Fig. 1: run 1, metal 2
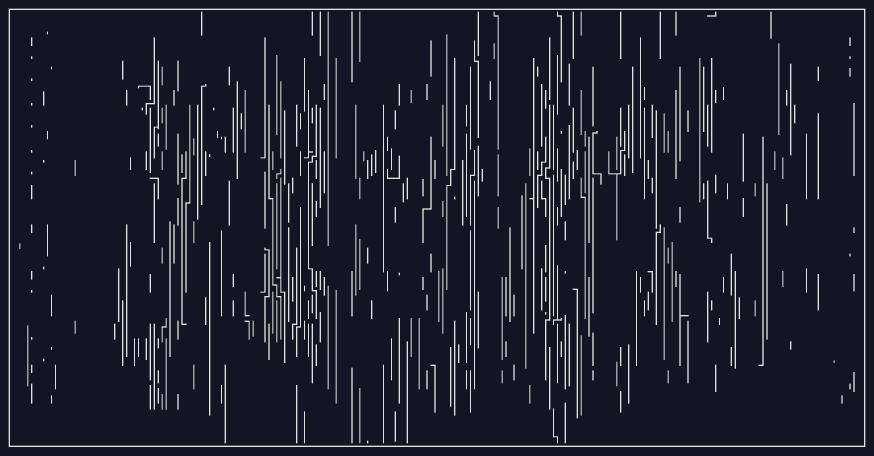
Fig. 2: run 1, wiring by layer
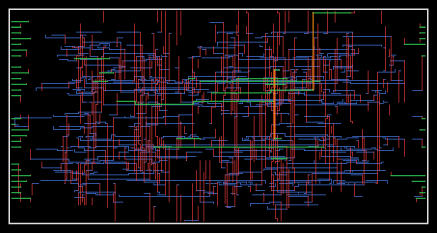
Fig. 3: run 1, routing congestion map
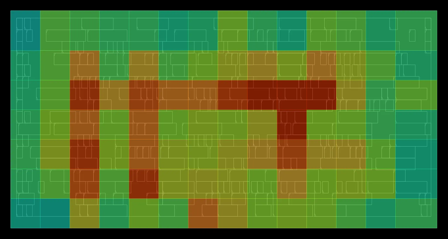
Fig. 4: run 1, cell area per tile
10 x 5 tiles, from white (low) to dark blue (high), 0 to 100% covered.
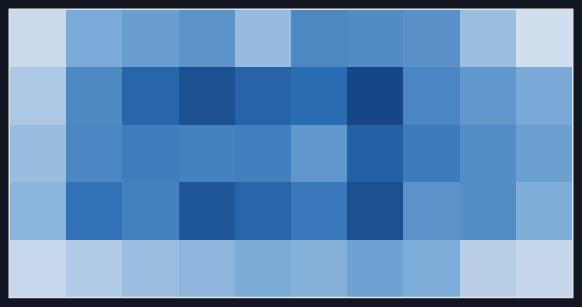
`src/rtl/demux_1to2_fifo.sv`:
```
// One-to-two demultiplexer with a small FIFO per output channel; sel routes each word.
// Defining DEMUX_COUNT_EN adds per-channel delivered-word counters on cnt0/cnt1.

module demux_1to2_fifo_ch #(
  parameter int WIDTH = 8,
  parameter int DEPTH = 2
) (
  input  logic             clk,
  input  logic             rst_n,
  input  logic             push,
  input  logic [WIDTH-1:0] wdata,
  input  logic             pop,
  output logic             full,
  output logic             vld,
  output logic [WIDTH-1:0] rdata
);
  localparam int AW = $clog2(DEPTH);

  logic [WIDTH-1:0] mem_q [DEPTH];
  logic [WIDTH-1:0] mem_d [DEPTH];
  logic [AW-1:0]    wp_q, wp_d, rp_q, rp_d;
  logic [AW:0]      occ_q, occ_d;

  always_comb begin
    mem_d = mem_q;
    wp_d  = wp_q;
    rp_d  = rp_q;
    occ_d = occ_q;
    if (push) begin
      mem_d[wp_q] = wdata;
      wp_d        = wp_q + 1'b1;
    end
    if (pop) rp_d = rp_q + 1'b1;
    case ({push, pop})
      2'b10:   occ_d = occ_q + 1'b1;
      2'b01:   occ_d = occ_q - 1'b1;
      default: occ_d = occ_q;
    endcase
  end

  always_ff @(posedge clk or negedge rst_n) begin
    if (!rst_n) begin
      for (int i = 0; i < DEPTH; i++) mem_q[i] <= '0;
      wp_q  <= '0;
      rp_q  <= '0;
      occ_q <= '0;
    end else begin
      mem_q <= mem_d;
      wp_q  <= wp_d;
      rp_q  <= rp_d;
      occ_q <= occ_d;
    end
  end

  assign full  = (occ_q == (AW+1)'(DEPTH));
  assign vld   = (occ_q != '0);
  assign rdata = vld ? mem_q[rp_q] : '0;
endmodule

module demux_1to2_fifo #(
  parameter int WIDTH = 8,
  parameter int DEPTH = 2
) (
  input  logic             clk,
  input  logic             rst_n,
  input  logic [WIDTH-1:0] in_data,
  input  logic             sel,
  input  logic             in_valid,
  output logic             in_ready,
  output logic [WIDTH-1:0] y0_data,
  output logic             y0_valid,
  input  logic             y0_ready,
  output logic [WIDTH-1:0] y1_data,
  output logic             y1_valid,
  input  logic             y1_ready,
  output logic [15:0]      cnt0,
  output logic [15:0]      cnt1
);
  logic full0, full1, push0, push1, pop0, pop1;

  // Ready depends only on sel and registered occupancy: a full FIFO never passes through.
  assign in_ready = sel ? ~full1 : ~full0;
  assign push0    = in_valid & in_ready & ~sel;
  assign push1    = in_valid & in_ready &  sel;
  assign pop0     = y0_valid & y0_ready;
  assign pop1     = y1_valid & y1_ready;

  demux_1to2_fifo_ch #(.WIDTH(WIDTH), .DEPTH(DEPTH)) u_ch0 (
    .clk(clk), .rst_n(rst_n), .push(push0), .wdata(in_data), .pop(pop0),
    .full(full0), .vld(y0_valid), .rdata(y0_data)
  );

  demux_1to2_fifo_ch #(.WIDTH(WIDTH), .DEPTH(DEPTH)) u_ch1 (
    .clk(clk), .rst_n(rst_n), .push(push1), .wdata(in_data), .pop(pop1),
    .full(full1), .vld(y1_valid), .rdata(y1_data)
  );

`ifdef DEMUX_COUNT_EN
  logic [15:0] cnt0_q, cnt0_d, cnt1_q, cnt1_d;

  always_comb begin
    cnt0_d = cnt0_q + {15'd0, pop0};
    cnt1_d = cnt1_q + {15'd0, pop1};
  end

  always_ff @(posedge clk or negedge rst_n) begin
    if (!rst_n) begin
      cnt0_q <= '0;
      cnt1_q <= '0;
    end else begin
      cnt0_q <= cnt0_d;
      cnt1_q <= cnt1_d;
    end
  end

  assign cnt0 = cnt0_q;
  assign cnt1 = cnt1_q;
`else
  assign cnt0 = 16'h0000;
  assign cnt1 = 16'h0000;
`endif
endmodule

```
`config.mk`:
```
export PLATFORM = sky130hd
export DESIGN_NAME = demux_1to2_fifo
export DESIGN_NICKNAME = d
export VERILOG_FILES = /design/src/rtl/demux_1to2_fifo.sv
export SDC_FILE = /design/constraint.sdc
export NUM_CORES = 1
export LEC_CHECK = 0
export ABC_AREA = 1
export ABC_CLOCK_PERIOD_IN_PS = 2300
export CAP_MARGIN = 20
export CORE_ASPECT_RATIO = 0.5
export CORE_UTILIZATION = 47
export DETAILED_ROUTE_END_ITERATION = 10
export HOLD_SLACK_MARGIN = 0.02
export PLACE_DENSITY_LB_ADDON = 0.15
export SLEW_MARGIN = 0
export SYNTH_ARGS = -nofsm -noshare
export SYNTH_HDL_FRONTEND = slang
export SYNTH_SLANG_ARGS = --single-unit
```
`constraint.sdc`:
```
create_clock -name clk -period 2.3 [get_ports clk]
set_input_delay 0.46 -clock clk [delete_from_list [all_inputs] [get_ports clk]]
set_output_delay 0.46 -clock clk [all_outputs]
set_load 0.1 [all_outputs]
```
==> run_results.csv, run 1 <==
group,metric,value,unit
clock_tree,ctsHoldBuffers,0,
grt,grt_pass1_wl,7.51,mm
drt,ant_nets,0,
place,post-place-cells,351,
final_layout,final_cell_mix,"57 x nand2_1, 40 x dfrtp_1, 33 x o21ai_0",
yosys,common_cells,"57 x nand2_1, 40 x dfrtp_1, 33 x o21ai_0",
final_layout,reg.largest.list,"u_ch0.mem_q (16), u_ch1.mem_q (16)",
final_layout,layout_top_cell,"nand2_1",
final_layout,comb-cell-share,37.1,%
final_timing,period_used_share,93.7,%
setup_path,endpoint,"y0_data[0]",
setup_path,crit_arrival,1.70,ns
drt,viasPerCell,4.79,
clock_tree,clock_sinks,40,
setup_path,cp_slowest_cell,"dfrtp_1",
yosys,edf_count,0,
final_layout,design.seq.count,40,
flow_run,drv_cap,0,
final_timing,hold_violations,0,
grt,grt_start_max_net_pins,26,
hold_path,min_path_type,"input pin to async pin",
setup_path,crit_buf_inv,1,
drt,wl_met1,2.12,mm
setup_path,cp.required,1.84,ns
place,gp_congestion,0.764,
setup_path,critPathMaxFanout,14,
final_layout,fillCellCount,357,
clock_tree,tritoncts,"yes",
drt,wl_met3,282,um
final_layout,fin_nets,317,
drt,drc,0,
final_layout,fin_area,2950,um^2
setup_path,crit_cells,3,
run_status,run_status,"complete, no violations",
grt,grt_remaining_overflow,0,
die,ios,65,
die,dieWidth,99.4,um
grt,first_global_vias,1563,
yosys,synth_top_cell_by_area,"dfrtp_1",
final_layout,dominant_cells,"multi-input combinational cells",
final_timing,rsz0062_at_grt,"false",
yosys,synth-async-reset-ratio,100,%
setup_path,r2r_start,"u_ch0.occ_q[0]$_DFFE_PN0P_",
final_timing,final.setup.tns,0,ns
setup_path,regToRegSetupSlack,0.65,ns
yosys,ff_type,"dfrtp_1",
final_timing,slew_viol_final,0,
clock_tree,clock-root-buffer,"clkbuf_8",
final_layout,buffer_area_share,18.3,%
yosys,xor_area_share,3.14,%
die,fp-row-count,17,
setup_path,max_stage_delay,0.74,ns
yosys,mux_share,0,%
yosys,synth.avg_cell_area,8.47,um^2
yosys,ys_cells,263,
final_layout,seq_area_share,33.9,%
yosys,top_cells_by_area,"dfrtp_1 45%, buf_4 11%, nand2_1 9.6%",
final_layout,drive_above_1_share,20.9,%
setup_path,critPathLaunchType,"flip-flop",
final_layout,finalNonFillerCells,359,
final_timing,setup_viol,0,
yosys,yosys_area,2230,um^2
final_timing,finalClockSkew,0.00948,ns
yosys,top_area_share,44.9,%
yosys,ys_seq_share,44.9,%
final_timing,slew-limit-headroom,59.1,%
clock_tree,clkLatencyLatePin,0.29,ns
drt,dr.first_iter.drc_count,53,
-- Fig. 1 (at the start) --
share of all routed wire = 46%
longest straight run = 32.0 um
wire length on this layer = 2070 um
via count: 1718
met2 Use GR: 31.6%

-- Fig. 2 (at the start) --
M1 -> blue  # wire length 2120 um
M3 -> green  # wire length 283 um
M4 -> orange  # wire length 34.7 um
M2 -> red  # wire length 2070 um
Post-Route WL: 4.51 mm
All-Layer GR Usage: 19.9%
WL per Instance: 12.6 um

-- Fig. 3 (at the start) --
fin util: 66.1%
Top Usage Layer GRT: met2
GR met1 Demand/Resource: 27.5%
routing usage on met3: 4.87%

-- Fig. 4 (at the start) --
mean over tiles = 57%
densest ninth of the die = center
tiles over 75% full = 18%
fullest tile = 91%
core box area: 4470 um^2
Init Core Util: 49.9%

==> run 2, diff against run 1 <==
--- a/config.mk
+++ b/config.mk
@@ -11,8 +11,10 @@
 export CORE_ASPECT_RATIO = 0.5
 export CORE_UTILIZATION = 47
 export DETAILED_ROUTE_END_ITERATION = 10
+export GPL_ROUTABILITY_DRIVEN = 0
 export HOLD_SLACK_MARGIN = 0.02
 export PLACE_DENSITY_LB_ADDON = 0.15
+export SKIP_CTS_REPAIR_TIMING = 1
 export SLEW_MARGIN = 0
 export SYNTH_ARGS = -nofsm -noshare
 export SYNTH_HDL_FRONTEND = slang
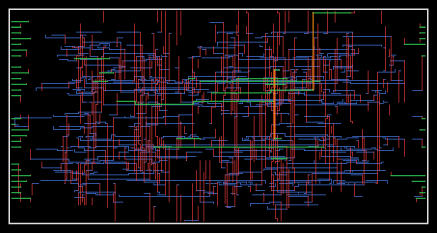
Fig. 5. Wiring by layer (run 2).
M2 -> red  # wire length 2070 um
M4 -> orange  # wire length 34.7 um
M1 -> blue  # wire length 2120 um
M3 -> green  # wire length 283 um

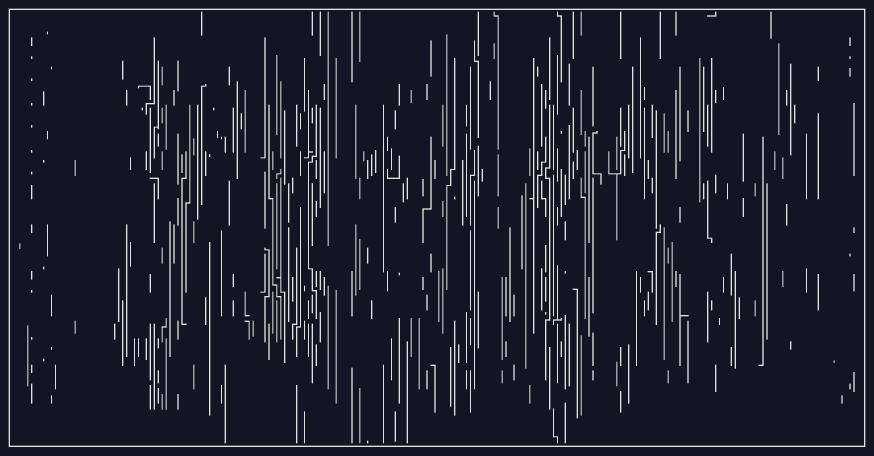
Fig. 6. Metal 2 (run 2).
longest straight run = 32.0 um
nets with wire on the layer = 257

==> run 2 against run 1 <==
  * Register-to-register slack is essentially flat
  * Non-clock buffer count is the same
  * Area after synthesis is the same
  * Die area is the same
==> run_results.csv, run 2 <==
group,metric,value,unit
final_timing,slew-limit-headroom,59.1,%
yosys,top_area_share,44.9,%
flow_run,drv_cap,0,
grt,grtUsageTotal,19.9,%
setup_path,crit_cells,3,
final_timing,finalClockSkew,0.00948,ns
final_layout,fin_nets,317,
final_layout,fin_area,2950,um^2
clock_tree,clock-root-buffer,"clkbuf_8",
yosys,top_cells_by_area,"dfrtp_1 45%, buf_4 11%, nand2_1 9.6%",
yosys,ys_cells,263,
yosys,synth_top_cell_by_area,"dfrtp_1",
drt,ant_nets,0,
run_status,run_status,"complete, no violations",
yosys,synth.avg_cell_area,8.47,um^2
grt,use_met3,4.87,%
setup_path,crit_buf_inv,1,
setup_path,critPathMaxFanout,14,
die,fp-row-count,17,
clock_tree,clkLatencyLatePin,0.29,ns
grt,first_global_vias,1563,
final_timing,final.setup.tns,0,ns
final_timing,period_used_share,93.7,%
setup_path,regToRegSetupSlack,0.65,ns
final_layout,dominant_cells,"multi-input combinational cells",
final_layout,finalNonFillerCells,359,
final_layout,layout_top_cell,"nand2_1",
drt,viasPerCell,4.79,
clock_tree,clock_sinks,40,
grt,busiest_layer,"met2",
final_layout,comb-cell-share,37.1,%
die,initial_core_util,49.9,%
grt,grt_start_max_net_pins,26,
final_layout,fin_util,66.1,%
yosys,synth-async-reset-ratio,100,%
final_layout,fillCellCount,357,
==> run 3, diff against run 2 <==
==> constraint.sdc (replaced) <==
create_clock -name clk -period 2.3 [get_ports clk]
set_input_delay 0.46 -clock clk [delete_from_list [all_inputs] [get_ports clk]]
set_output_delay 0.46 -clock clk [all_outputs]
set_load 0.02 [all_outputs]
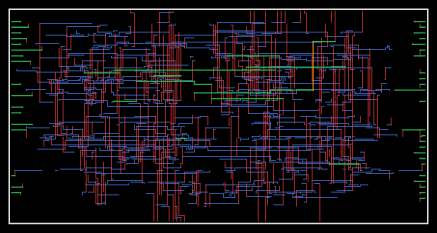
Fig. 7. Wiring by layer (run 3).
M1 -> blue  # wire length 2180 um
M3 -> green  # wire length 272 um
M2 -> red  # wire length 1980 um
M4 -> orange  # wire length 11.6 um
WL per Instance: 12.4 um
via count: 1694
All-Layer GR Usage: 19.4%
Post-Route WL: 4.44 mm

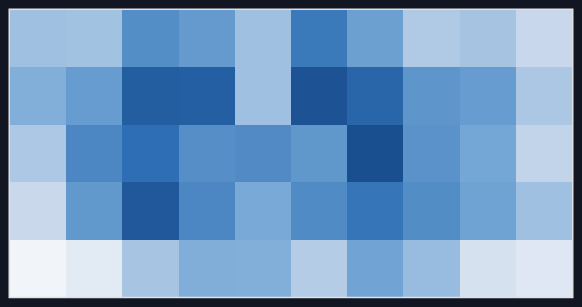
Fig. 8. Cell area per tile (run 3).
10 x 5 tiles, from white (low) to dark blue (high), 0 to 100% covered.
densest ninth of the die = center
fullest tile = 88%
mean over tiles = 50%
tiles over 75% full = 14%
fin util: 58.5%

==> run 3 against run 2 <==
  * Register-to-register slack better by 0.14 ns
  * Hold slack worse by 0.0082 ns
  * Final area down 11%
  * Routed wire length down 1.6%
==> run_results.csv, run 3 <==
group,metric,value,unit
final_layout,fin_nets,315,
setup_path,r2r-end,"u_ch1.occ_q[1]$_DFFE_PN0P_",
final_layout,layout_top_cell,"nand2_1",
final_layout,comb-cell-share,35.0,%
die,fp-row-count,17,
setup_path,crit_buf_inv,2,
grt,use_met3,4.60,%
clock_tree,clock-root-buffer,"clkbuf_8",
grt,first_global_vias,1564,
final_timing,holdWs,0.0633,ns
yosys,synth.avg_cell_area,8.47,um^2
yosys,synth_top_cell_by_area,"dfrtp_1",
final_layout,fillCellCount,414,
die,n_tap_cell,57,
final_timing,slew-limit-headroom,66.5,%
drt,first_pass_iters,4,
clock_tree,clkLatencyLatePin,0.29,ns
grt,grt_start_max_net_pins,18,
final_layout,finalNonFillerCells,357,
die,ios,65,
final_layout,dominant_cells,"registers",
run_status,run_status,"complete, no violations",
die,die_h,50.7,um
setup_path,critPathMaxFanout,9,
yosys,top_cells_by_area,"dfrtp_1 45%, buf_4 11%, nand2_1 9.6%",
clock_tree,cts_buffer_depth,2,
final_timing,final.setup.tns,0,ns
final_timing,worst_slack,0.264,ns
clock_tree,clock_sinks,40,
drt,viasPerCell,4.75,
die,initial_core_util,49.9,%
drt,ant_nets,0,
place,dpl_cell_area,2470,um^2
final_layout,fin_area,2610,um^2
setup_path,crit_cells,3,
setup_path,max_stage_delay,0.62,ns
final_layout,multi_input_comb_cells,180,
yosys,synth-async-reset-ratio,100,%
yosys,ys_cells,263,
final_layout,regArea,1000,um^2
final_timing,period_used_share,88.5,%
grt,busiest_layer,"met2",
final_timing,finalClockSkew,0.00256,ns
yosys,top_area_share,44.9,%
setup_path,regToRegSetupSlack,0.79,ns
flow_run,drv_cap,0,

## Gallery

Logic cells by family.
shot_01.png
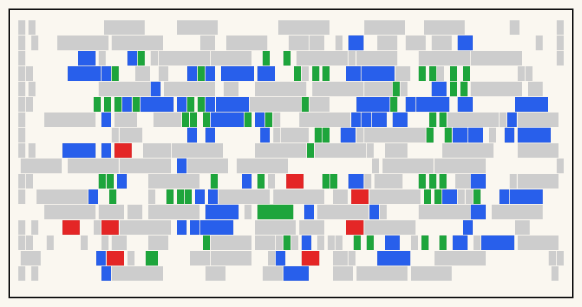
shot_02.png
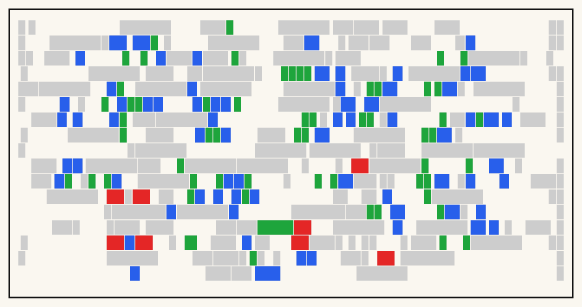
| picture | from |
|---|---|
| shot_01.png | run 1 |
| shot_02.png | run 3 |

Key to shot_01.png:
xor and xnor cells -> red  # cells 8
nand cells -> green  # cells 59
aoi and oai cells -> blue  # cells 70

